===== src/rtl/detect_pkg.sv =====
// detect_pkg: shared state encodings and pattern constants for the 1,1,0,1,0 sequencer
package detect_pkg;
  localparam int PAT_LEN = 5;
  localparam logic [2:0] S0 = 3'd0;
  localparam logic [2:0] S1 = 3'd1;
  localparam logic [2:0] S2 = 3'd2;
  localparam logic [2:0] S3 = 3'd3;
  localparam logic [2:0] S4 = 3'd4;
  localparam logic [2:0] S5 = 3'd5;
  localparam logic [1:0] IDLE   = 2'd0;
  localparam logic [1:0] SHIFT  = 2'd1;
  localparam logic [1:0] REPORT = 2'd2;
endpackage


===== src/rtl/seq_detect_core.sv =====
// seq_detect_core: Moore detector for serial 1,1,0,1,0; sticky once matched, cleared while disabled
module seq_detect_core
  import detect_pkg::*;
(
  input  logic clk_i,
  input  logic rst_i,
  input  logic en_i,
  input  logic d_i,
  output logic detect_o
);
  logic [2:0] st_q, st_d;
  always_comb begin
    st_d = !en_i     ? S0 :
           st_q == S0 ? (d_i ? S1 : S0) :
           st_q == S1 ? (d_i ? S2 : S0) :
           st_q == S2 ? (d_i ? S2 : S3) :
           st_q == S3 ? (d_i ? S4 : S0) :
           st_q == S4 ? (d_i ? S2 : S5) :
           st_q == S5 ? S5 : S0;
  end
  always_ff @(posedge clk_i or posedge rst_i) begin
    if (rst_i) st_q <= S0;
    else       st_q <= st_d;
  end
  assign detect_o = st_q == S5;
endmodule


===== src/rtl/detect_sequencer.sv =====
// detect_sequencer: scans accepted words MSB first for 1,1,0,1,0 and reports the first match position
module detect_sequencer
  import detect_pkg::*;
#(
  parameter  int DATA_W = 16,
  parameter  int CNT_W  = 8,
  localparam int LW     = $clog2(DATA_W) + 1,
  localparam int PW     = $clog2(DATA_W)
) (
  input  logic              clk_i,
  input  logic              rst_i,
  input  logic              word_valid_i,
  input  logic [DATA_W-1:0] word_i,
  input  logic [LW-1:0]     len_i,
  input  logic              abort_i,
  output logic              word_ready_o,
  output logic              busy_o,
  output logic              done_o,
  output logic              hit_o,
  output logic [PW-1:0]     hit_pos_o,
  output logic [CNT_W-1:0]  hit_cnt_o
);
  logic [1:0]        st_q, st_d;
  logic [DATA_W-1:0] sr_q, sr_d;
  logic [LW-1:0]     len_q, len_d, bit_q, bit_d, len_eff;
  logic              flag_q, flag_d, hit_q, hit_d;
  logic [PW-1:0]     fpos_q, fpos_d, pos_q, pos_d, pos_now;
  logic [CNT_W-1:0]  cnt_q, cnt_d;
  logic              det, en, accept, rep, hit_now;
  assign accept  = st_q == IDLE && word_valid_i;
  assign rep     = st_q == REPORT;
  assign en      = st_q == SHIFT && !abort_i;
  assign len_eff = (len_i == '0 || len_i > LW'(DATA_W)) ? LW'(DATA_W) : len_i;
  // the detector is still sticky in REPORT, so a final-bit match shows up here
  assign hit_now = flag_q | det;
  assign pos_now = flag_q ? fpos_q : det ? PW'(len_q - 1'b1) : '0;
  seq_detect_core u_core (
    .clk_i    (clk_i),
    .rst_i    (rst_i),
    .en_i     (en),
    .d_i      (sr_q[DATA_W-1]),
    .detect_o (det)
  );
  always_comb begin
    st_d   = st_q;
    sr_d   = sr_q;
    len_d  = len_q;
    bit_d  = bit_q;
    flag_d = flag_q;
    fpos_d = fpos_q;
    hit_d  = hit_q;
    pos_d  = pos_q;
    cnt_d  = cnt_q;
    if (accept) begin
      st_d   = SHIFT;
      sr_d   = word_i;
      len_d  = len_eff;
      bit_d  = '0;
      flag_d = 1'b0;
      fpos_d = '0;
    end else if (st_q == SHIFT) begin
      if (abort_i) begin
        st_d = IDLE;
      end else begin
        sr_d  = sr_q << 1;
        bit_d = bit_q + 1'b1;
        if (bit_q != '0 && det) begin
          st_d   = REPORT;
          flag_d = 1'b1;
          fpos_d = PW'(bit_q - 1'b1);
        end else if (bit_q == len_q - 1'b1) begin
          st_d = REPORT;
        end
      end
    end else if (rep) begin
      st_d  = IDLE;
      hit_d = hit_now;
      pos_d = pos_now;
      cnt_d = (hit_now && cnt_q != '1) ? cnt_q + 1'b1 : cnt_q;
    end
  end
  always_ff @(posedge clk_i or posedge rst_i) begin
    if (rst_i) begin
      st_q   <= IDLE;
      sr_q   <= '0;
      len_q  <= '0;
      bit_q  <= '0;
      flag_q <= 1'b0;
      fpos_q <= '0;
      hit_q  <= 1'b0;
      pos_q  <= '0;
      cnt_q  <= '0;
    end else begin
      st_q   <= st_d;
      sr_q   <= sr_d;
      len_q  <= len_d;
      bit_q  <= bit_d;
      flag_q <= flag_d;
      fpos_q <= fpos_d;
      hit_q  <= hit_d;
      pos_q  <= pos_d;
      cnt_q  <= cnt_d;
    end
  end
  assign word_ready_o = st_q == IDLE;
  assign busy_o       = st_q == SHIFT || rep;
  assign done_o       = rep;
  assign hit_o        = rep ? hit_now : hit_q;
  assign hit_pos_o    = rep ? pos_now : pos_q;
  assign hit_cnt_o    = cnt_q;
endmodule


===== config.mk =====
export PLATFORM = sky130hd
export DESIGN_NAME = detect_sequencer
export DESIGN_NICKNAME = d
export VERILOG_FILES = /design/src/rtl/detect_pkg.sv /design/src/rtl/seq_detect_core.sv /design/src/rtl/detect_sequencer.sv
export SDC_FILE = /design/constraint.sdc
export NUM_CORES = 1
export LEC_CHECK = 0
export ABC_AREA = 1
export CORE_MARGIN = 5
export CORE_UTILIZATION = 36
export CTS_BUF_LIST = sky130_fd_sc_hd__clkbuf_8
export CTS_CLUSTER_SIZE = 28
export DETAILED_ROUTE_END_ITERATION = 10
export SYNTH_ARGS = -nofsm -noshare
export SYNTH_HDL_FRONTEND = slang
export SYNTH_HIERARCHICAL = 1
export SYNTH_SLANG_ARGS = --single-unit

===== constraint.sdc =====
create_clock -name clk_i -period 2.3 [get_ports clk_i]
set_input_delay 0.46 -clock clk_i [delete_from_list [all_inputs] [get_ports clk_i]]
set_output_delay 0.46 -clock clk_i [all_outputs]
set_load 0.02 [all_outputs]

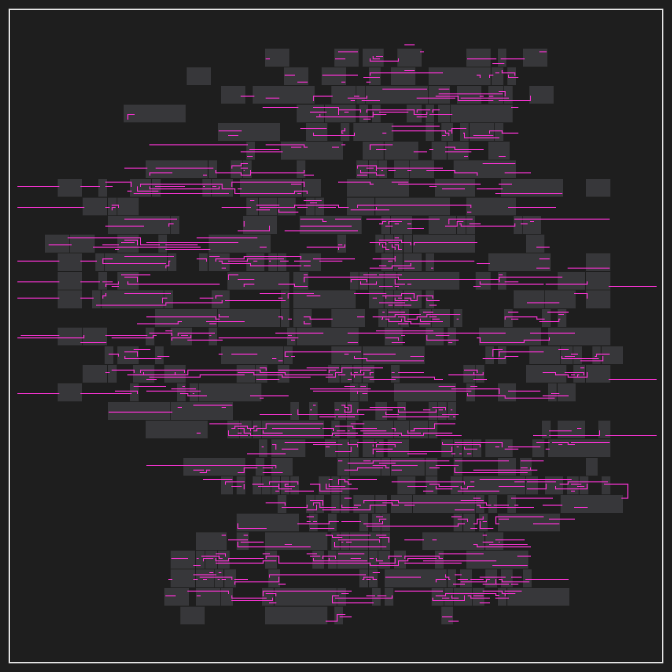
*Met1 routing*
Cells faint in the background.
The longest straight run is 23.0 um. The layer holds 47% of the routed length. The layer carries 2680 um of wire. The wires run mostly horizontal. 365 nets have wire on it.
Routed WL: 5660 um
GR met1 Demand/Resource: 18.9%

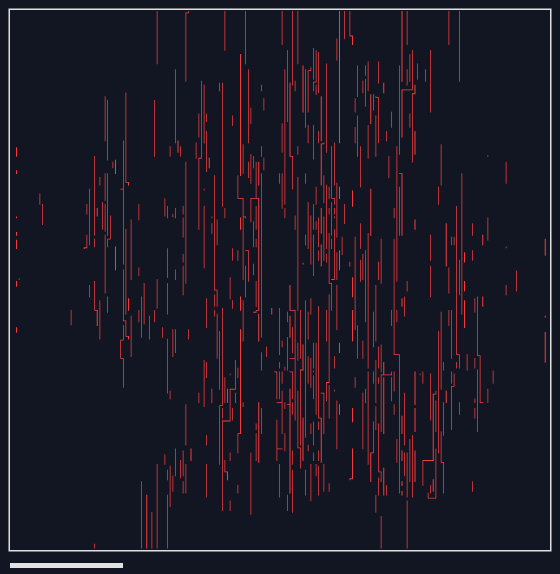
*Signal wires on met2*
Bar = 20 um.
The layer holds 48% of the routed length. The longest straight run is 28.9 um. The layer carries 2720 um of wire. 327 nets have wire on it.
met2 usage: 22.9%
Via Count: 2193

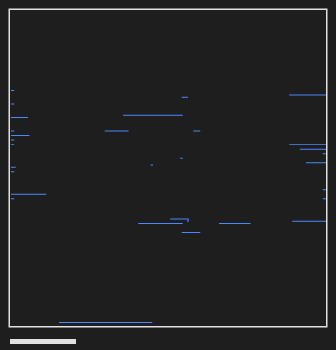
*Met3 routing*
Bar = 20 um.
The longest straight run is 27.8 um. The layer holds 2.9% of the routed length.

==> CHANGELOG.md <==
### Physical design

* Status: finished clean
* Maximum vdd drop at 0.000313 V
* Routed length on met2 at 2720 um
* Non-clk bufs at 54
* Simple-Gate Area Share at 22.8%
* Crit. End Element: primary output
* CTS buffer count at 5
* Max_cap viols at 0
* Sw Pwr at 1.36 mW
* Log Warnings at 30
* FP Rows at 31
* Post-synth top area cell: dfrtp_1
* Sequential power share at 36.8%
* Largest net degree at the start of global routing at 25
* Worst Tran Pin Value at 0.410 ns
* Yosys top cell area share at 46.7%
* Hold_ws at 0.375 ns
* Synth Seq Share at 46.7%
* Layout inverter count without the clock tree at 51
* Crit path DAT at 1.71 ns
* Wire length on met1 at 2680 um
* Main flop type: dfrtp_1
* Clock Power Share at 18.7%
* Finished Cell Area at 0.00333 mm^2
* Cell chain of the critical path: inv_1 -> nand2_1 -> nor2_1 -> inv_1 -> nor2_4 -> nand2_1 -> a22oi_1 -> buf_2
* CTS H-tree depth at 2
* I/O Pins at 41
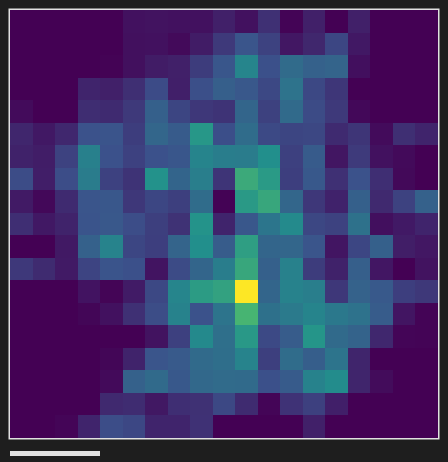
*Signal metal coverage by tile*
Bar = 20 um. 19 x 19 tiles, from dark purple (low) to yellow (high), scaled to the fullest tile. Values are wire area over tile area, all layers added.
4.2% of the tiles are over half the peak. The emptiest ninth of the die: bottom left. The densest ninth of the die: middle.
gr usage total: 14.0%
WL per Instance: 12.1 um

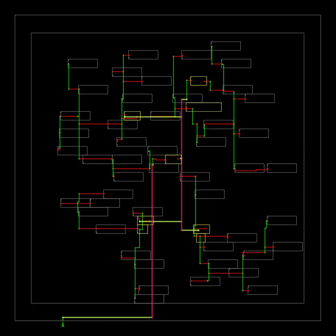
*Clock routing*
Final Skew: 0.0110 ns
worst skew pair latency: 0.31 ns

Power and IR drop assume default switching activity.
